==> config.mk <==
export PLATFORM = sky130hd
export DESIGN_NAME = led_share_arbiter
export DESIGN_NICKNAME = d
export VERILOG_FILES = /design/src/rtl/led_share_arbiter.sv
export SDC_FILE = /design/constraint.sdc
export NUM_CORES = 1
export LEC_CHECK = 0
export CORE_ASPECT_RATIO = 2
export CORE_MARGIN = 5
export CORE_UTILIZATION = 50
export DETAILED_ROUTE_END_ITERATION = 10
export PLACE_DENSITY = 0.72
export SYNTH_ARGS = -nofsm -noshare
export SYNTH_HDL_FRONTEND = slang
export SYNTH_SLANG_ARGS = --single-unit
==> constraint.sdc <==
create_clock -name SYS_CLK -period 5.8 [get_ports SYS_CLK]
set_input_delay 1.16 -clock SYS_CLK [delete_from_list [all_inputs] [get_ports SYS_CLK]]
set_output_delay 1.16 -clock SYS_CLK [all_outputs]
set_load 0.1 [all_outputs]
==> src/rtl/led_share_arbiter.sv <==
// Round-robin owner of the 3-bit LED bank: each grant is shown for a minimum dwell,
// then the LEDs are blanked for a gap before the next owner is displayed.
module led_share_arbiter #(
  parameter int unsigned NUM_REQ      = 4,
  parameter int unsigned DWELL_CYCLES = 25000000,
  parameter int unsigned GAP_CYCLES   = 2000000,
  parameter int unsigned CNT_W        = 32
) (
  input  logic                       SYS_CLK,
  input  logic                       RESET,
  input  logic [NUM_REQ-1:0]         REQ,
  input  logic [3*NUM_REQ-1:0]       PAT,
  output logic [NUM_REQ-1:0]         GRANT,
  output logic [$clog2(NUM_REQ)-1:0] OWNER,
  output logic [2:0]                 LED,
  output logic                       BUSY
);

  localparam int unsigned OW_W = $clog2(NUM_REQ);

  localparam logic [1:0] ST_IDLE = 2'd0;
  localparam logic [1:0] ST_HOLD = 2'd1;
  localparam logic [1:0] ST_GAP  = 2'd2;

  localparam logic [CNT_W-1:0] DWELL_LAST = CNT_W'(DWELL_CYCLES - 1);
  localparam logic [CNT_W-1:0] GAP_LAST   = CNT_W'((GAP_CYCLES > 0) ? GAP_CYCLES - 1 : 0);

  logic [1:0]         state, state_nxt;
  logic [CNT_W-1:0]   cnt, cnt_nxt;
  logic [OW_W-1:0]    owner_nxt;
  logic [NUM_REQ-1:0] grant_nxt;
  logic [2:0]         led_nxt;
  // Cleared by reset so the very first search starts at requester 0 while OWNER reads 0.
  logic               started, started_nxt;

  logic [OW_W-1:0]    start_idx;
  logic               hi_vld, lo_vld, pick_vld;
  logic [OW_W-1:0]    hi_idx, lo_idx, pick_idx;
  logic [2:0]         pick_pat, own_pat;
  logic               own_req, other_req;
  logic               take_pick;

  function automatic logic [2:0] pat_at(input logic [3*NUM_REQ-1:0] p,
                                        input logic [OW_W-1:0]      idx);
    logic [2:0] r;
    r = '0;
    for (int unsigned i = 0; i < NUM_REQ; i++) begin
      if (idx == OW_W'(i)) r = p[3*i +: 3];
    end
    return r;
  endfunction

  always_comb begin
    if (!started || OWNER == OW_W'(NUM_REQ - 1)) start_idx = '0;
    else                                         start_idx = OWNER + 1'b1;
  end

  // Wrapping search split in two: first hit at/after start_idx, else first hit overall.
  always_comb begin
    hi_vld = 1'b0;
    hi_idx = '0;
    lo_vld = 1'b0;
    lo_idx = '0;
    for (int unsigned i = 0; i < NUM_REQ; i++) begin
      if (REQ[i] && !lo_vld) begin
        lo_vld = 1'b1;
        lo_idx = OW_W'(i);
      end
      if (REQ[i] && !hi_vld && i >= 32'(start_idx)) begin
        hi_vld = 1'b1;
        hi_idx = OW_W'(i);
      end
    end
  end

  assign pick_vld  = hi_vld | lo_vld;
  assign pick_idx  = hi_vld ? hi_idx : lo_idx;
  assign pick_pat  = pat_at(PAT, pick_idx);
  assign own_pat   = pat_at(PAT, OWNER);
  assign own_req   = (REQ & GRANT) != '0;
  assign other_req = (REQ & ~GRANT) != '0;

  always_comb begin
    state_nxt   = state;
    cnt_nxt     = cnt;
    owner_nxt   = OWNER;
    grant_nxt   = GRANT;
    led_nxt     = LED;
    started_nxt = started;
    take_pick   = 1'b0;

    case (state)
      ST_IDLE: take_pick = 1'b1;

      ST_HOLD: begin
        if (!own_req || (cnt == DWELL_LAST && other_req)) begin
          if (GAP_CYCLES == 0) begin
            take_pick = 1'b1;
          end else begin
            state_nxt = ST_GAP;
            cnt_nxt   = '0;
            grant_nxt = '0;
            led_nxt   = '0;
          end
        end else begin
          if (cnt != DWELL_LAST) cnt_nxt = cnt + 1'b1;
          led_nxt = own_pat;
        end
      end

      ST_GAP: begin
        if (cnt == GAP_LAST) take_pick = 1'b1;
        else                 cnt_nxt   = cnt + 1'b1;
      end

      default: begin
        state_nxt = ST_IDLE;
        cnt_nxt   = '0;
        grant_nxt = '0;
        led_nxt   = '0;
      end
    endcase

    if (take_pick) begin
      cnt_nxt = '0;
      if (pick_vld) begin
        state_nxt           = ST_HOLD;
        owner_nxt           = pick_idx;
        grant_nxt           = '0;
        grant_nxt[pick_idx] = 1'b1;
        led_nxt             = pick_pat;
        started_nxt         = 1'b1;
      end else begin
        state_nxt = ST_IDLE;
        grant_nxt = '0;
        led_nxt   = '0;
      end
    end
  end

  always_ff @(posedge SYS_CLK or posedge RESET) begin
    if (RESET) begin
      state   <= ST_IDLE;
      cnt     <= '0;
      OWNER   <= '0;
      GRANT   <= '0;
      LED     <= '0;
      started <= 1'b0;
    end else begin
      state   <= state_nxt;
      cnt     <= cnt_nxt;
      OWNER   <= owner_nxt;
      GRANT   <= grant_nxt;
      LED     <= led_nxt;
      started <= started_nxt;
    end
  end

  assign BUSY = (state != ST_IDLE);

  a_grant_onehot0: assert property (@(posedge SYS_CLK) disable iff (RESET) $onehot0(GRANT));
  a_blank_led:     assert property (@(posedge SYS_CLK) disable iff (RESET)
                                    (GRANT == '0) |-> (LED == 3'b000));

endmodule
### Placement density heat map, run 1

The bar under the picture is 20 µm long. The die is cut into 6 by 11 equal tiles; dark blue is low, red is high, 0 to 100% covered.
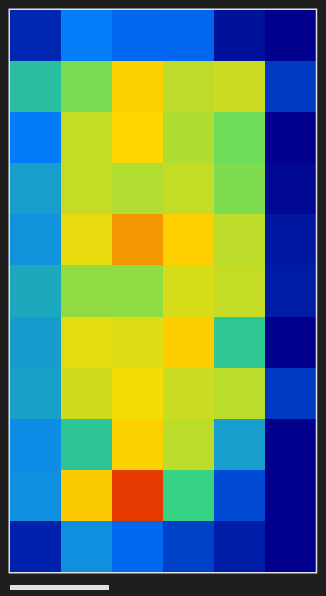
mean over tiles: 43%
emptiest ninth of the die: bottom right
tiles over 75% full: 12%
core area: 5180 µm²
post-layout util: 59.7%
fp util: 51.7%

### Cell sizes after repair, run 1

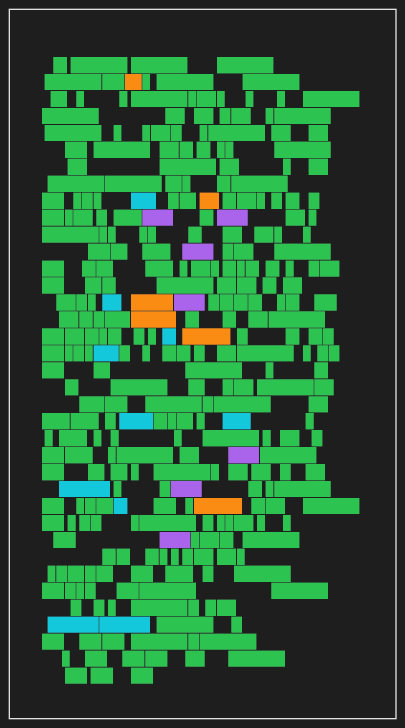
| color | size | cells |
|---|---|---|
| orange | drive 3 to 4 | 6 |
| purple | drive 6 and up | 7 |
| green | drive 1 or less | 286 |
| cyan | drive 2 | 10 |
setup slack after layout: 2.46 ns
design area: 3090 µm²
Area growth, synth to finish: 15.4%
Non-CTS buffers: 28

==> flow_metrics.tcl, run 1 <==
# implementation run metrics
set metrics [dict create \
    status "complete, no violations" \
    openroad.warnings 31 \
    combPwrFrac_pct 54.0 \
    required_ns 4.64 \
    ant_nets 0 \
    netlist.area_leader.share_pct 41.1 \
    final_layout_size_suffix_gt1_share_pct 7.44 \
    insertion_delay_ns 0.29 \
    whs_ns 0.532 \
    layout_top_cells "dfrtp_1 (44), nor2_1 (30), clkdlybuf4s50_1 (27)" \
    logic_area_um2 1490 \
    hold_start "cnt[0]" \
    placedCellCount 360 \
    grt_pass1_wl_mm 10.7 \
    chipArea_um2 7020 \
    fin_tns_setup_ns 0 \
    worst-r2r-setup-slack_ns 2.97 \
    intPower_w 0.000669 \
    postSynthCellCount 278 \
    synth-edff-count 0 \
    endpoint_kind "primary output" \
    finalSetupViolCount 0 \
    cts_hold_buf 0 \
    seqPwrFrac_pct 30.0 \
    critical_path_class "reg2out" \
    antenna_found_initial 0 \
    yosys_cells 278 \
    drc 0 \
    drtPass1Iterations 4 \
    wire_per_inst_um 16.8 \
    fin_cells 367 \
    path_clk_slew_ns 0.08 \
    synth_warnings 0 \
    min_to "cnt[0]" \
    ys_ff 44 \
    grt_pass1_vias 2331 \
    maxSlewHeadroom_pct 34.1 \
    nets 335 \
    dp_hpwl_mm 4.77 \
    critPathLaunch "state[0]" \
]
### Routing congestion map, run 1

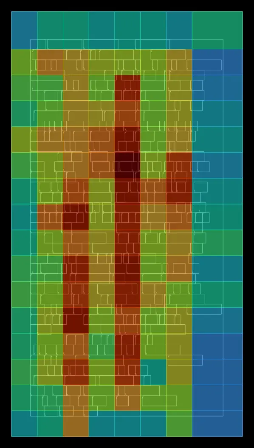
GR Util met2: 35.1%
global-route usage over all layers: 19.9%
met3 usage: 2.49%
grt met1 use: 21.8%

-- run 1: critical path: stages (launching register included) --
cell and delay (ns):
dfrtp_1 0.39, inv_1 0.08, ha_1 0.24, inv_1 0.07
clkdlybuf4s50_1 1.12
-- run 1: layer usage --
metal	up-vias	track usage (%)	share of wire, %
met5	-	0	0
met4	0	10.3	4.0
met3	23	2.49	2.6
met2	46	35.1	57
met1	1055	21.8	36
li1	1052	-	-
-- run 1: power by group through the flow --
stage               Sequential (W)  Combinational, W  Clock [W]
detailed placement        0.000390          0.000698          0
finish                    0.000385          0.000693   0.000206
CTS                       0.000385          0.000700   0.000212
floorplan                 0.000569          0.000361          0
global route              0.000393          0.000738   0.000228
global placement          0.000391          0.000691          0
-- run 1: area by class of cell --
class	count	area share (%)
well taps	58	2.35
flip-flops and latches	44	35.6
clock buffers	7	3.11
repair buffers	28	8.98
inverters	16	1.94
multi-input cells	214	48.0
-- run 1: registers in the layout, summed over array words and instances, names as in the netlist --
register and flops:
started 1, LED 3, OWNER 2, cnt 32, GRANT 4, state 2
-- run 1: cells by family (layout without fill, tap and decap cells) --
logic type / count (synthesis) / count (layout) / synth area share [%]
XOR/XNOR: 28 / 28 / 9.15
AND-OR/OR-AND: 49 / 49 / 13.6
multiplexers: 5 / 5 / 3.31
buffers and inverters: 20 / 51 / 3.55
adder cells (fa/ha/maj): 8 / 8 / 3.73
AND/OR/NAND/NOR: 124 / 124 / 25.6
flip-flops: 44 / 44 / 41.1
-- run 1: through the flow --
stage                     total power (W)  worst slack, ns
after detailed placement          0.00109             2.19
after global placement            0.00108             2.28
after CTS                         0.00130             2.44
after global routing              0.00136             2.30
final                             0.00128             2.46
after floorplan                  0.000930             2.74
==> run 1 -> run 2 <==
==> constraint.sdc (replaced) <==
create_clock -name SYS_CLK -period 3.2 [get_ports SYS_CLK]
set_input_delay 0.64 -clock SYS_CLK [delete_from_list [all_inputs] [get_ports SYS_CLK]]
set_output_delay 0.64 -clock SYS_CLK [all_outputs]
set_load 0.1 [all_outputs]
### Signal metal coverage by tile, run 2

The bar under the picture is 20 µm long. The die is cut into 12 by 23 equal tiles; dark blue is low, red is high, scaled to the fullest tile. Values are wire area over tile area, all layers added.
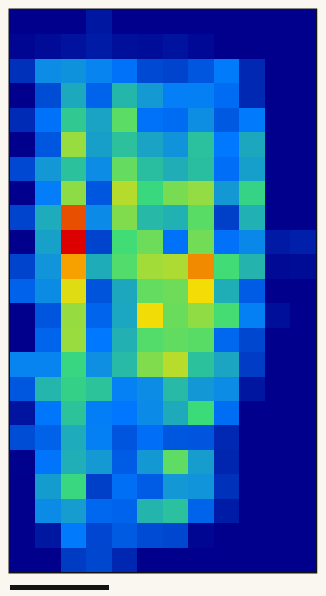
mean over tiles: 0.15
fullest tile: 0.63
nearly empty tiles: 29%
tiles over half the peak: 13%
emptiest ninth of the die: bottom right
densest ninth of the die: middle
WL/cell: 17.0 µm
DR vias: 2,217
global-route usage over all layers: 20.6%
Routed WL: 6.35 mm

### Placement density heat map, run 2

The bar under the picture is 20 µm long. The die is cut into 6 by 11 equal tiles; dark blue is low, red is high, 0 to 100% covered.
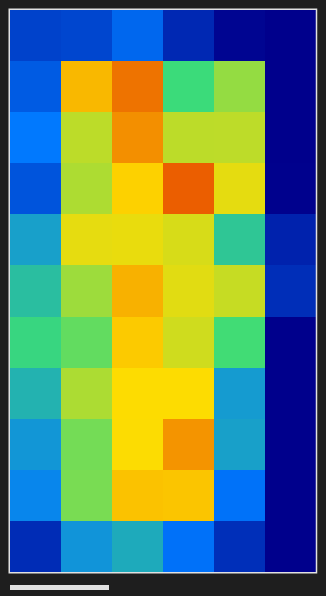
emptiest ninth of the die: bottom right
densest ninth of the die: middle
fullest tile: 89%
tiles over 75% full: 15%
nearly empty tiles: 15%
post-layout util: 60.1%

==> run 2 against run 1 <==
  * Combinational power is 85% higher
  * First-iteration DRC count is 22% higher
  * Utilization is 0.46 points higher
  * Setup slack worse by 1.9 ns
  * Routed wire length is 3.0% higher
  * Sequential power is 81% higher
  * Clock-buffer cell count is 1 lower
  * Final area is 0.77% higher
  * Critical path type is now reg2reg
==> flow_metrics.tcl, run 2 <==
# implementation run metrics
set metrics [dict create \
    drc 0 \
    syn2layout_area_growth_pct 16.2 \
    coreArea_um2 5180 \
    max_flop_register "cnt" \
    synth_warnings 0 \
    dp_hpwl_mm 5.14 \
    whs_ns 0.519 \
    drtPass1Iterations 4 \
    critical_path_class "reg2reg" \
    crit_top_cell "nor2_1" \
    antenna_found_initial 0 \
    final_layout_size_suffix_gt1_share_pct 12.1 \
    netlist.area_leader.share_pct 41.1 \
    fin_cells 373 \
    placedCellCount 365 \
    ys_ff 44 \
    largest_reg_flops 32 \
    crit_cells 8 \
    yosys_cells 278 \
    insertion_delay_ns 0.29 \
    grt_pass1_wl_mm 10.9 \
    path_clk_slew_ns 0.08 \
    crit_path_cell_trace "ha_1 -> nand4_1 -> nor2_1 -> a41o_4 -> or3_1 -> a21boi_4 -> buf_4 -> nor2_1" \
    slowest_stage "a21boi_4" \
    slowest_delay_ns 0.42 \
    ant_nets 0 \
    path_buffers 1 \
    worst-r2r-setup-slack_ns 0.55 \
    critPathLaunch "cnt[0]" \
    status "complete, no violations" \
    endpoint_kind "flop" \
    top_regs "cnt: 32 flops, GRANT: 4 flops, LED: 3 flops" \
    cts_hold_buf 0 \
    nets 340 \
    layout_top_cells "dfrtp_1 (44), nor2_1 (30), nand2_1 (22)" \
    maxSlewHeadroom_pct 44.6 \
    postSynthCellCount 278 \
    crit_family "simple AND/OR/NAND/NOR gates" \
    initCoreUtil_pct 51.7 \
    openroad.warnings 31 \
]
==> run 2: kinds of logic after synthesis <==
group           share of synthesized area [%]
xor+xnor                                 9.15
flops                                    41.1
simple gates                             25.6
fa+ha+maj                                3.73
buf+inv                                  3.55
mux                                      3.31
compound gates                           13.6
==> run 2: worst min-delay path by stage <==
stage / start / end / slack [ns] / depth (start not counted)
final: started / started / 0.52 / 1
after global routing: started / started / 0.54 / 1
after CTS: started / started / 0.53 / 1
after detailed placement: started / started / 0.51 / 1
after global placement: cnt[0] / cnt[0] / 0.51 / 1
after floorplan: started / started / 0.45 / 1
==> run 2: area by class of cell <==
type                            instances  area (µm²)  area share [%]
Clock buffer                            6        72.6            2.33
Clock inverter                          2        35.0            1.12
Inverter                               16        60.1            1.93
Multi-Input combinational cell        214        1490            47.7
Sequential cell                        44        1100            35.3
Tap cell                               58        72.6            2.33
Timing Repair Buffer                   33         290            9.31
==> run 2: layer usage <==
metal / global-route usage (%) / part of all wire [%] / wire, µm
met2: 38.5 / 58 / 3700
met3: 2.94 / 3.4 / 214
met5: 0 / 0 / 0
met4: 10.8 / 4.8 / 305
met1: 20.1 / 34 / 2130
==> run 2: metrics by stage <==
| step | setup WS, ns | cell area [µm²] | util, % | total power, W |
|---|---|---|---|---|
| floorplan | 0.137 | 2680 | - | 0.00169 |
| global placement | 0.343 | 3010 | 58.0 | 0.00199 |
| detailed placement | 0.270 | 3010 | 58.0 | 0.00200 |
| CTS | 0.516 | 3120 | 60.1 | 0.00241 |
| global route | 0.281 | 3120 | 60.1 | 0.00253 |
| finish | 0.547 | 3120 | 60.1 | 0.00239 |
==> run 2: report_power, final <==
part	switching (W)	total, W	internal, W
clock	0.000182	0.000414	0.000232
combinational	0.000872	0.00128	0.000413
sequential	0.0000729	0.000696	0.000623
total	0.00113	0.00239	0.00127
==> run 2 -> run 3 <==
--- a/config.mk
+++ b/config.mk
@@ -9,7 +9,7 @@
 export CORE_MARGIN = 5
 export CORE_UTILIZATION = 50
 export DETAILED_ROUTE_END_ITERATION = 10
-export PLACE_DENSITY = 0.72
+export PLACE_DENSITY = 0.75
 export SYNTH_ARGS = -nofsm -noshare
 export SYNTH_HDL_FRONTEND = slang
 export SYNTH_SLANG_ARGS = --single-unit
==> constraint.sdc (replaced) <==
create_clock -name SYS_CLK -period 2.2 [get_ports SYS_CLK]
set_input_delay 0.44 -clock SYS_CLK [delete_from_list [all_inputs] [get_ports SYS_CLK]]
set_output_delay 0.44 -clock SYS_CLK [all_outputs]
set_load 0.1 [all_outputs]
### Placement density heat map, run 3

The bar under the picture is 20 µm long. The die is cut into 6 by 11 equal tiles; dark blue is low, red is high, 0 to 100% covered.
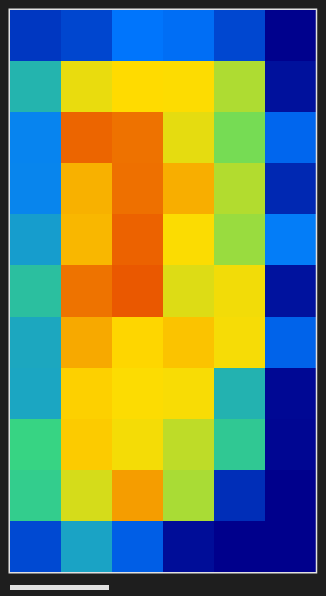
nearly empty tiles: 9.1%
tiles over 75% full: 24%
mean over tiles: 48%
densest ninth of the die: middle
emptiest ninth of the die: bottom right
post-layout util: 66.6%

### Routing congestion map, run 3

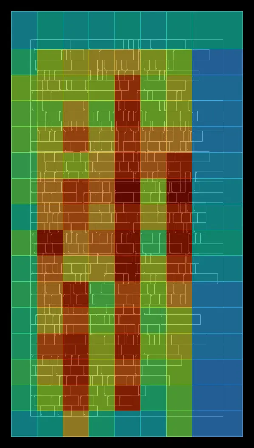
GR Util met2: 37.9%
met3 usage: 3.17%

==> run 3 against run 2 <==
  * The flow now finishes with violations (negative setup slack)
  * Sequential share of layout area decreased by 3.0 points
  * Final cell count increased by 7.2%
  * Maximum frequency increased by 20%
  * Global-route usage increased by 1.1 points
==> flow_metrics.tcl, run 3 <==
# implementation run metrics
set metrics [dict create \
    status "finished, violations left" \
    crit_family "AND-OR/OR-AND gates" \
    dp_hpwl_mm 5.31 \
    finalWirelength_mm 6.66 \
    initCoreUtil_pct 51.7 \
    antenna_found_initial 0 \
    intPower_w 0.00207 \
    finalSetupViolCount 1 \
    endpoint_kind "flop" \
    placedCellCount 391 \
    fin_ws_ns -0.00453 \
    path_buffers 1 \
    syn2layout_area_growth_pct 28.7 \
    cts_hold_buf 0 \
    power.group.top "combinational logic" \
    postSynthCellCount 278 \
    violations "negative setup slack" \
    maxSlewHeadroom_pct 69.1 \
    pwr-share-clk_pct 16.2 \
    drc 0 \
    p_switching_w 0.00177 \
    ys_sh_simple_pct 25.6 \
    ant_nets 0 \
    combPwrFrac_pct 56.9 \
    xor_share_pct 9.15 \
    slowest_delay_ns 0.54 \
    nets 367 \
    layout_top_cells "buf_4 (41), dfrtp_1 (37), nor2_1 (29)" \
    powerComb_w 0.00218 \
    drtPass1Iterations 4 \
    coreArea_um2 5180 \
    grt.total_usage_pct 21.7 \
]
-- run 3: cell type report --
cell class / instances / area, µm²
Fill cell: 430 / 1730
Sequential cell: 44 / 1110
Timing Repair Buffer: 60 / 520
Clock buffer: 5 / 68.8
Clock inverter: 3 / 42.5
Tap cell: 58 / 72.6
Inverter: 16 / 65.1
Multi-Input combinational cell: 214 / 1570
-- run 3: routing by layer --
metal,part of all wire [%],up-vias,track usage (%)
met2,57,55,37.9
met4,6.2,0,12.6
li1,-,1125,-
met1,34,1126,23.1
met3,2.8,27,3.17
met5,0,-,0
-- run 3: per-stage QoR --
step / instance area [µm²] / power, W / worst slack (ns)
floorplan: 2730 / 0.00253 / -0.156
global placement: 3270 / 0.00313 / -0.209
detailed placement: 3270 / 0.00316 / -0.281
CTS: 3400 / 0.00382 / -0.0246
global route: 3450 / 0.00404 / -0.0808
finish: 3450 / 0.00383 / -0.00453
-- run 3: cell families (layout without fill, tap and decap cells) --
logic type / count (synthesis) / after routing
AND/OR/NAND/NOR: 124 / 124
AND-OR/OR-AND: 49 / 49
flip-flops: 44 / 44
XOR/XNOR: 28 / 28
buffers and inverters: 20 / 84
adder cells (fa/ha/maj): 8 / 8
multiplexers: 5 / 5
-- run 3: worst paths after layout --
kind | end | cells past startpoint | startpoint | slack, ns
worst max-delay path | LED[0] | 7 | OWNER[0] | -0.005
worst min-delay path | GRANT[2] | 3 | RESET | 0.48
max in group asynchronous | OWNER[1] | 3 | RESET | 1.48
worst min register to register | state[0] | 2 | state[0] | 0.53
min in group SYS_CLK | state[0] | 2 | state[0] | 0.53
worst max register to register | LED[0] | 7 | OWNER[0] | -0.005
-- run 3: what timing repair did --
action,4_1_cts,5_1_grt
pin swaps,4,5
hold endpoints to repair,0,0
resized,1,13
setup buffers,0,1
setup endpoints to repair,2,40
No activity file was given, so power comes from the tool's default toggle rates.
